===== config.mk =====
export PLATFORM = sky130hd
export DESIGN_NAME = dma_multichannel_timing_ctrl
export DESIGN_NICKNAME = d
export VERILOG_FILES = /design/src/rtl/dma_pkg.sv /design/src/rtl/dma_priority_arbiter.sv /design/src/rtl/dma_multichannel_timing_ctrl.sv
export SDC_FILE = /design/constraint.sdc
export NUM_CORES = 1
export LEC_CHECK = 0
export ABC_CLOCK_PERIOD_IN_PS = 3500
export CELL_PAD_IN_SITES_DETAIL_PLACEMENT = 0
export CELL_PAD_IN_SITES_GLOBAL_PLACEMENT = 1
export CORE_MARGIN = 5
export CORE_UTILIZATION = 35
export DETAILED_ROUTE_END_ITERATION = 8
export PLACE_DENSITY = 0.95
export SETUP_SLACK_MARGIN = 0.15
export SKIP_CTS_REPAIR_TIMING = 1
export SLEW_MARGIN = 5
export SYNTH_ARGS = -nofsm -noshare
export SYNTH_HDL_FRONTEND = slang
export SYNTH_SLANG_ARGS = --single-unit

===== constraint.sdc =====
create_clock -name clk -period 3.5 [get_ports clk]
set_clock_uncertainty 0.15 [all_clocks]
set_input_delay 0.7 -clock clk [delete_from_list [all_inputs] [get_ports clk]]
set_output_delay 0.7 -clock clk [all_outputs]
set_load 0.005 [all_outputs]

===== src/rtl/dma_pkg.sv =====
// -----------------------------------------------------------------------------
// dma_pkg
// Shared types for the DMA timing & control sequencer.
//   state_t  : bus-cycle states SI (idle), S0 (hold request), S1..S4, SW (wait)
//   mode_t   : per-channel transfer mode (single / block / demand)
//   xfer_t   : per-channel transfer type (verify / write / read)
// Helper functions decode the raw 2-bit programming fields; the reserved
// encodings fall back to single mode and verify transfers respectively.
// -----------------------------------------------------------------------------
package dma_pkg;

    typedef enum logic [2:0] {
        SI = 3'd0,
        S0 = 3'd1,
        S1 = 3'd2,
        S2 = 3'd3,
        S3 = 3'd4,
        SW = 3'd5,
        S4 = 3'd6
    } state_t;

    typedef enum logic [1:0] {
        MODE_SINGLE = 2'd0,
        MODE_BLOCK  = 2'd1,
        MODE_DEMAND = 2'd2
    } mode_t;

    typedef enum logic [1:0] {
        XFER_VERIFY = 2'd0,
        XFER_WRITE  = 2'd1,
        XFER_READ   = 2'd2
    } xfer_t;

    function automatic mode_t decode_mode(input logic [1:0] field);
        case (field)
            2'b01:   return MODE_BLOCK;
            2'b10:   return MODE_DEMAND;
            default: return MODE_SINGLE;
        endcase
    endfunction

    function automatic xfer_t decode_xfer(input logic [1:0] field);
        case (field)
            2'b01:   return XFER_WRITE;
            2'b10:   return XFER_READ;
            default: return XFER_VERIFY;
        endcase
    endfunction

endpackage


===== src/rtl/dma_priority_arbiter.sv =====
// -----------------------------------------------------------------------------
// dma_priority_arbiter
// Combinational rotating-priority arbiter. The channel at index 'pointer' has
// the highest priority, then pointer+1, ... wrapping modulo NUM_CH. A pointer
// held at 0 gives plain fixed priority (channel 0 highest).
// Ports:
//   pending     in  NUM_CH  requesting channels (already masked)
//   pointer     in  CH_W    index of the highest-priority channel
//   grant       out CH_W    winning channel index (0 when nothing pending)
//   grant_valid out 1       at least one channel pending
// -----------------------------------------------------------------------------
module dma_priority_arbiter #(
    parameter int NUM_CH = 4,
    parameter int CH_W   = (NUM_CH > 1) ? $clog2(NUM_CH) : 1
) (
    input  logic [NUM_CH-1:0] pending,
    input  logic [CH_W-1:0]   pointer,
    output logic [CH_W-1:0]   grant,
    output logic              grant_valid
);

    // Candidate channel for each priority offset, and whether it requests.
    logic [CH_W-1:0]   cand [NUM_CH];
    logic [NUM_CH-1:0] hit;

    generate
        for (genvar gi = 0; gi < NUM_CH; gi++) begin : g_offset
            assign cand[gi] = CH_W'((32'(pointer) + gi) % NUM_CH);
            assign hit[gi]  = pending[cand[gi]];
        end
    endgenerate

    // Scan from the lowest-priority offset upwards so the highest-priority
    // hit is the last one written.
    always_comb begin
        grant       = '0;
        grant_valid = 1'b0;
        for (int i = NUM_CH - 1; i >= 0; i--) begin
            if (hit[i]) begin
                grant       = cand[i];
                grant_valid = 1'b1;
            end
        end
    end

endmodule


===== src/rtl/dma_multichannel_timing_ctrl.sv =====
// -----------------------------------------------------------------------------
// dma_multichannel_timing_ctrl
// N-channel DMA timing & control sequencer. Arbitrates channel requests, runs
// the HRQ/HLDA hold handshake and the SI/S0/S1/S2/S3/SW/S4 bus cycle, and
// drives the acknowledge, address-enable/strobe, read/write strobes and the
// count-update pulse to the address/count block.
// Ports:
//   clk, rst_n        clock / asynchronous active-low reset
//   cs_n              CPU programming cycle (low) -- blocks new requests in SI
//   dreq, ch_mask     per-channel request and mask (1 = ignore)
//   ch_mode, ch_xfer  2 bits per channel: mode and transfer type
//   rotating_prio     0 fixed priority, 1 rotating priority
//   compressed        1 = skip S3
//   hlda, ready       hold acknowledge, 0 = insert wait state
//   carry_present     upper address reload needed on next cycle of a burst
//   tc, eop_n         per-channel terminal count, external end-of-process
//   hrq, dack, aen    hold request, one-hot acknowledge, address enable
//   adstb, ale, ld_upper_addr  S1 strobes
//   dma_read, dma_write        transfer strobes
//   dec_count, eop_out         S4 count-update and termination pulses
//   active_ch                  channel being serviced
// All outputs are registered and decoded from the state being entered, so
// they line up with the state register (Moore).
// -----------------------------------------------------------------------------
module dma_multichannel_timing_ctrl
    import dma_pkg::*;
#(
    parameter int NUM_CH = 4,
    parameter int CH_W   = (NUM_CH > 1) ? $clog2(NUM_CH) : 1
) (
    input  logic                clk,
    input  logic                rst_n,
    input  logic                cs_n,
    input  logic [NUM_CH-1:0]   dreq,
    input  logic [NUM_CH-1:0]   ch_mask,
    input  logic [2*NUM_CH-1:0] ch_mode,
    input  logic [2*NUM_CH-1:0] ch_xfer,
    input  logic                rotating_prio,
    input  logic                compressed,
    input  logic                hlda,
    input  logic                ready,
    input  logic                carry_present,
    input  logic [NUM_CH-1:0]   tc,
    input  logic                eop_n,
    output logic                hrq,
    output logic [NUM_CH-1:0]   dack,
    output logic                aen,
    output logic                adstb,
    output logic                ale,
    output logic                ld_upper_addr,
    output logic                dma_read,
    output logic                dma_write,
    output logic                dec_count,
    output logic                eop_out,
    output logic [CH_W-1:0]     active_ch
);

    state_t            state_reg, state_next;
    logic [CH_W-1:0]   ch_reg, ch_next;
    mode_t             mode_reg, mode_next;
    xfer_t             xfer_reg, xfer_next;
    logic [CH_W-1:0]   ptr_reg, ptr_next;
    logic              eop_seen_reg, eop_seen_next;
    logic              term_next;

    logic [NUM_CH-1:0] pending;
    logic [CH_W-1:0]   arb_ptr;
    logic [CH_W-1:0]   grant;
    logic              grant_valid;

    logic              hrq_next, bus_next, s1_next;
    logic              read_next, write_next, dec_next;
    logic [NUM_CH-1:0] dack_next;

    assign pending = dreq & ~ch_mask;
    assign arb_ptr = rotating_prio ? ptr_reg : '0;

    dma_priority_arbiter #(
        .NUM_CH (NUM_CH),
        .CH_W   (CH_W)
    ) u_arb (
        .pending     (pending),
        .pointer     (arb_ptr),
        .grant       (grant),
        .grant_valid (grant_valid)
    );

    // ---------------------------------------------------------------------
    // Next-state logic
    // ---------------------------------------------------------------------
    always_comb begin
        state_next    = state_reg;
        ch_next       = ch_reg;
        mode_next     = mode_reg;
        xfer_next     = xfer_reg;
        ptr_next      = rotating_prio ? ptr_reg : '0;
        eop_seen_next = eop_seen_reg;

        case (state_reg)
            SI: begin
                if (cs_n && (pending != '0)) begin
                    state_next = S0;
                end
            end
            S0: begin
                if (pending == '0) begin
                    state_next = SI;
                end else if (hlda && grant_valid) begin
                    // Channel, mode and transfer type are frozen for the
                    // whole burst; later reprogramming waits for SI.
                    state_next = S1;
                    ch_next    = grant;
                    mode_next  = decode_mode(ch_mode[{grant, 1'b0} +: 2]);
                    xfer_next  = decode_xfer(ch_xfer[{grant, 1'b0} +: 2]);
                end
            end
            S1: begin
                state_next = hlda ? S2 : SI;
            end
            S2: begin
                if (!hlda) begin
                    state_next = SI;
                end else if (compressed) begin
                    state_next = ready ? S4 : SW;
                end else begin
                    state_next = S3;
                end
            end
            S3: begin
                if (!hlda) begin
                    state_next = SI;
                end else begin
                    state_next = ready ? S4 : SW;
                end
            end
            SW: begin
                if (!hlda) begin
                    state_next = SI;
                end else if (ready) begin
                    state_next = S4;
                end
            end
            S4: begin
                if (rotating_prio) begin
                    ptr_next = (ch_reg == CH_W'(NUM_CH - 1)) ? '0 : ch_reg + 1'b1;
                end
                // eop_out already holds the termination decision for this
                // cycle (taken on entry to S4).
                if (eop_out) begin
                    state_next = SI;
                end else begin
                    case (mode_reg)
                        MODE_BLOCK:  state_next = carry_present ? S1 : S2;
                        MODE_DEMAND: state_next = dreq[ch_reg] ? (carry_present ? S1 : S2) : SI;
                        default:     state_next = SI;
                    endcase
                end
            end
            default: begin
                state_next = SI;
            end
        endcase

        if ((state_reg inside {S1, S2, S3, SW, S4}) && !eop_n) begin
            eop_seen_next = 1'b1;
        end
        if (state_next == SI) begin
            eop_seen_next = 1'b0;
        end
    end

    // Termination is resolved on the edge that enters S4 so eop_out can be a
    // registered pulse aligned with S4. tc and eop_n are therefore sampled on
    // the last cycle before S4; an eop_n low seen during S4 itself is latched
    // and ends the burst at the following S4.
    assign term_next = (state_next == S4) && (tc[ch_reg] || eop_seen_reg || !eop_n);

    // ---------------------------------------------------------------------
    // Output decode from the state being entered
    // ---------------------------------------------------------------------
    assign hrq_next   = (state_next != SI);
    assign bus_next   = (state_next inside {S1, S2, S3, SW, S4});
    assign s1_next    = (state_next == S1);
    assign dec_next   = (state_next == S4);
    assign read_next  = (xfer_next == XFER_READ) && (state_next inside {S2, S3, SW, S4});
    // Compressed timing has no S3, so the write strobe starts in S2.
    assign write_next = (xfer_next == XFER_WRITE) &&
                        ((state_next inside {S3, SW, S4}) || ((state_next == S2) && compressed));

    generate
        for (genvar gi = 0; gi < NUM_CH; gi++) begin : g_dack
            assign dack_next[gi] = bus_next && (ch_next == CH_W'(gi));
        end
    endgenerate

    // ---------------------------------------------------------------------
    // State and output registers
    // ---------------------------------------------------------------------
    always_ff @(posedge clk or negedge rst_n) begin
        if (!rst_n) begin
            state_reg     <= SI;
            ch_reg        <= '0;
            mode_reg      <= MODE_SINGLE;
            xfer_reg      <= XFER_VERIFY;
            ptr_reg       <= '0;
            eop_seen_reg  <= 1'b0;
            hrq           <= 1'b0;
            dack          <= '0;
            aen           <= 1'b0;
            adstb         <= 1'b0;
            ale           <= 1'b0;
            ld_upper_addr <= 1'b0;
            dma_read      <= 1'b0;
            dma_write     <= 1'b0;
            dec_count     <= 1'b0;
            eop_out       <= 1'b0;
        end else begin
            state_reg     <= state_next;
            ch_reg        <= ch_next;
            mode_reg      <= mode_next;
            xfer_reg      <= xfer_next;
            ptr_reg       <= ptr_next;
            eop_seen_reg  <= eop_seen_next;
            hrq           <= hrq_next;
            dack          <= dack_next;
            aen           <= bus_next;
            adstb         <= s1_next;
            ale           <= s1_next;
            ld_upper_addr <= s1_next;
            dma_read      <= read_next;
            dma_write     <= write_next;
            dec_count     <= dec_next;
            eop_out       <= term_next;
        end
    end

    assign active_ch = ch_reg;

endmodule

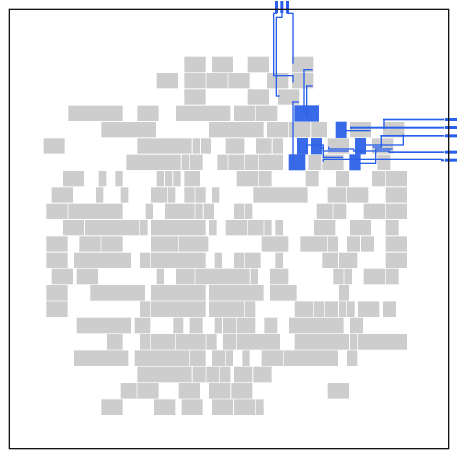
Figure 1: I/O nets highlighted.
Scale: 6 px per um.
Blue marks ch_xfer, direction input, end cells 8, buffers 8, wire 181 um.
number of ports placed on the die boundary: 52
count of buffers inserted at the top-level ports: 51

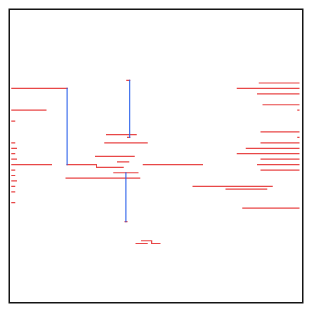
Figure 2: signal wires by layer.
Scale: 4 px per um. Two of the layers only.
Blue marks met4, wire length 45.6 um. Red marks met3, wire length 300 um.
routed vias: 1305
wire length reported by the detailed router: 3810 um
final routed wire length divided by cell count: 15.4 um

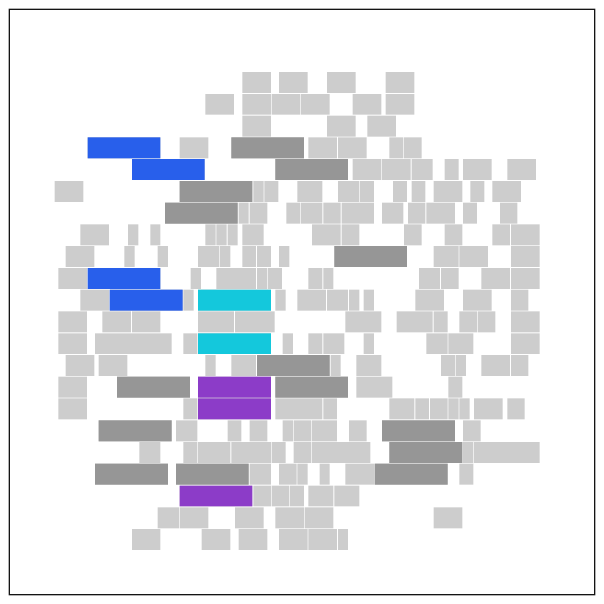
Figure 3: register map, names as in the netlist.
Scale: 8 px per um.
Cyan marks active_ch, flops 2. Blue marks dack, flops 4. Purple marks state_reg, flops 3.
Another 14 sequential cells are not colored.
Core Util, Final: 53.7%
area used by sequential logic in the layout: 576 sq um
sequential power: 409 uW
fraction of area in registers: 28.6%

==> datasheet_impl.txt <==
Characteristics after synthesis and place and route

Parameter                              Value

Run status
  Run status    completed

Setup path
  Critical path capture point type    register
  Biggest fanout along the worst timing path    5
  Number of cell instances on the worst register-to-register path    9
  Classification of the worst setup path    in -> reg
  Worst setup SP type    primary input
  Critical path data arrival time    slightly above 3 ns
  Required @ worst endpoint    about 3.5 ns
  R2R setup slack    approximately 0.75 ns
  R2r startpoint    state_reg[0]
  End of the worst register-to-register path    dack[2]

Synth
  MUX area fraction    a little under a tenth
  Avg Synthesized Cell Area    9.71 sq um
  Simple-Gate Area Share    between 20% and 30%
  Registers, synthesis    23
  Syn_nets    around 180
  Summed standard-cell area reported by yosys    approximately 1400 sq um
  Prevailing logic family in the synthesized netlist    simple AND/OR/NAND/NOR gates
  Number of instances in the synthesized netlist    ~140
  Cell Area, Synth    approximately 1400 sq um
  Most used DFF post-synth    sky130_fd_sc_hd__dfrtp_1
  Count of instantiated cells in the yosys netlist    about 140
  Share of async-settable or async-resettable flops after synthesis    100%
  Warnings from Yosys    0
  Compound-gate portion of the synthesized area    around 20%
  Fa+ha+maj area frac    under 10%
  Number of unique standard cell types used by synthesis    around 46
  Number of synthesized flops with an enable pin    0
  Sequential fraction of the synthesis area    between 40% and 50%
  Area share of xor/xnor cells in the synthesized design    less than 1%

Hold path
  Sink of the worst hold path    xfer_reg[1]
  Classification of the worst-slack hold path    reg -> reg
  Number of stages on the worst hold path    2
  Hold_sp    xfer_reg[1]

CTS
  Htree depth    1
  Sink Count    23
  Cell at the root of the clock tree    sky130_fd_sc_hd__clkbuf_8
  Clk buf depth    2
  Clock latency reported for the late side of the worst-skew pair    0.26 ns
  TritonCTS clock tree    yes
  CTS clock-pin slew for the worst setup and hold paths    ~0.080 ns
  Number of buffers inserted during clock tree synthesis    3

Layout
  Number of antenna cells inserted    0
  Area growth syn-to-layout    44.9%
  Most frequent logic cell in the layout    sky130_fd_sc_hd__clkdlybuf4s50_1
  Fraction of final layout cells sized beyond drive strength 1    about a tenth
  Nets    about 240
  Number of flip-flops under the largest register name    4
  Commonest cells after routing, fill and taps aside    sky130_fd_sc_hd__clkdlybuf4s50_1, sky130_fd_sc_hd__dfrtp_1, sky130_fd_sc_hd__nand2_1

Placed design
  Final weighted congestion in routability-driven placement    0.823
  Hpwl dp    2940 um

Routing
  Drt first pass iters    4
  Avg Vias per Cell    5.28
  Antenna Violating Nets Remaining    0
  DRC violations left    0
  Iter 0 DRT Violations    34

Timing
  Post-layout min period    around 3.0 ns
  Setup repair after global routing missed its margin    false
  Fin. Hold Viols    0
  Max-Slew Margin vs Limit    about two thirds
  Final slew viol count    0
  Total Negative Setup Slacks    0 ns
  Maximum operating frequency    about 0.33 GHz
  Worst Max-Slew Pin Slew    0.485 ns
  Final critical-path share of the clock period    85.9%
  Number of setup violations in the final report    0

Power and ir drop
  Pwr Density    about 520 nW/um^2
  Worst supply voltage drop on vdd    283 uV
  Net switching power figure    356 uW
  Internal Pwr Total    681 uW
  Share of total power in the clock network    about 16%
  Proportion of power drawn by combinational gates    roughly 45%
  Fraction of power consumed by sequential logic    39.5%
  Leakage Power    0.000862 uW
  Switching Share    roughly 34%
  Power after layout    around 1000 uW

GRT
  Number of global-route vias before repair    between 1000 and 1500
  Number of antenna violations at the first check in global routing    0
  Total congestion overflow after global routing    0
  Wire length of the first global-routing pass    between 6000 and 7000 um
  Global routing usage summed across all routing layers    about 15%
  Pin count of the biggest net entering global routing    24

Flow run
  Max-capacitance violation count    0
  Number of OpenROAD warnings    27

Die
  Starting density of the core    roughly 37%
  Die span in x    between 70 and 80 um
  Core box area    around 3700 sq um
  Die Size    around 5300 sq um
  Site Rows    22
  Die H    ~73 um
[cell usage after synthesis, types with 2 or more instances]
cell	number	share of area, %
sky130_fd_sc_hd__nand3_1	6	2.2
sky130_fd_sc_hd__o21ai_0	9	3.2
sky130_fd_sc_hd__a21oi_1	8	2.9
sky130_fd_sc_hd__nor2_1	6	1.6
sky130_fd_sc_hd__inv_1	7	1.9
sky130_fd_sc_hd__buf_4	2	1.1
sky130_fd_sc_hd__nor3_1	3	1.1
sky130_fd_sc_hd__and3_1	4	1.8
sky130_fd_sc_hd__dfrtp_1	23	41
sky130_fd_sc_hd__and2_1	3	1.4
sky130_fd_sc_hd__nand2_1	16	4.3
sky130_fd_sc_hd__mux2i_1	7	5.0
sky130_fd_sc_hd__ha_1	3	2.7
sky130_fd_sc_hd__nand2b_1	4	1.8
sky130_fd_sc_hd__or2_2	2	0.90
sky130_fd_sc_hd__nor2b_1	5	2.3
sky130_fd_sc_hd__nand3b_1	3	1.6
sky130_fd_sc_hd__o22ai_1	2	0.90
sky130_fd_sc_hd__o21a_1	3	1.6
[routing by layer]
layer  vias up  routed length [um]  global-route usage [%]
li1        635                   -                       -
met1       608                1690                    18.7
met2        56                1780                    23.9
met3         6                 300                    3.58
met4         0                  45                    4.92
met5         -                   0                       0
[layout make-up]
type	instances	area [sq um]
fillers	362	1730
well taps	48	60.1
clock buffers	4	45.0
multi-input cells	111	772
inverters	7	26.3
flip-flops and latches	23	576
repair buffers	54	533
[cells by family after synthesis]
group | after synthesis
AND-OR/OR-AND | 38
XOR/XNOR | 1
adder cells (fa/ha/maj) | 3
buffers and inverters | 9
flip-flops | 23
multiplexers | 10
AND/OR/NAND/NOR | 59
[critical path, stage by stage]
cell and delay (ns):
sky130_fd_sc_hd__clkdlybuf4s50_1 0.46, sky130_fd_sc_hd__mux4_2 0.50, sky130_fd_sc_hd__a21oi_2 0.15, sky130_fd_sc_hd__nor4_1 0.08, sky130_fd_sc_hd__a311o_4 0.36, sky130_fd_sc_hd__inv_1 0.10
sky130_fd_sc_hd__ha_1 0.23, sky130_fd_sc_hd__o21ai_0 0.17, sky130_fd_sc_hd__nand3_1 0.18, sky130_fd_sc_hd__nor2_1 0.13
[power groups by stage]
stage	registers (uW)	logic [uW]	clock network (uW)
6_report	409	465	163
5_1_grt	421	509	179
4_1_cts	410	468	166
3_5_place_dp	412	462	0
3_3_place_gp	414	454	0
2_1_floorplan	397	272	0
[worst max path at each step]
stage / start / endpoint / slack [ns] / cells after the start
after floorplan: dreq[3] / dack[0] / 0.99 / 9
after global placement: dreq[1] / dack[0] / 0.33 / 10
after detailed placement: dreq[2] / dack[2] / 0.23 / 10
after CTS: dreq[2] / dack[2] / 0.49 / 10
after global routing: dreq[2] / dack[2] / 0.42 / 10
final: dreq[2] / dack[2] / 0.49 / 10
[stage by stage]
step                      std cells  hold slack [ns]  worst slack (ns)  util [%]  instance area (sq um)
after CTS                       247            0.336             0.493      53.7                   2010
after global routing            247            0.374             0.423      53.7                   2010
after global placement          243            0.324             0.334      52.5                   1970
after detailed placement        243            0.316             0.226      52.5                   1970
after floorplan                 143            0.254             0.989         -                   1390
final                           247            0.331             0.492      53.7                   2010
Power figures rest on the tool's default switching activity, not on a simulated workload.
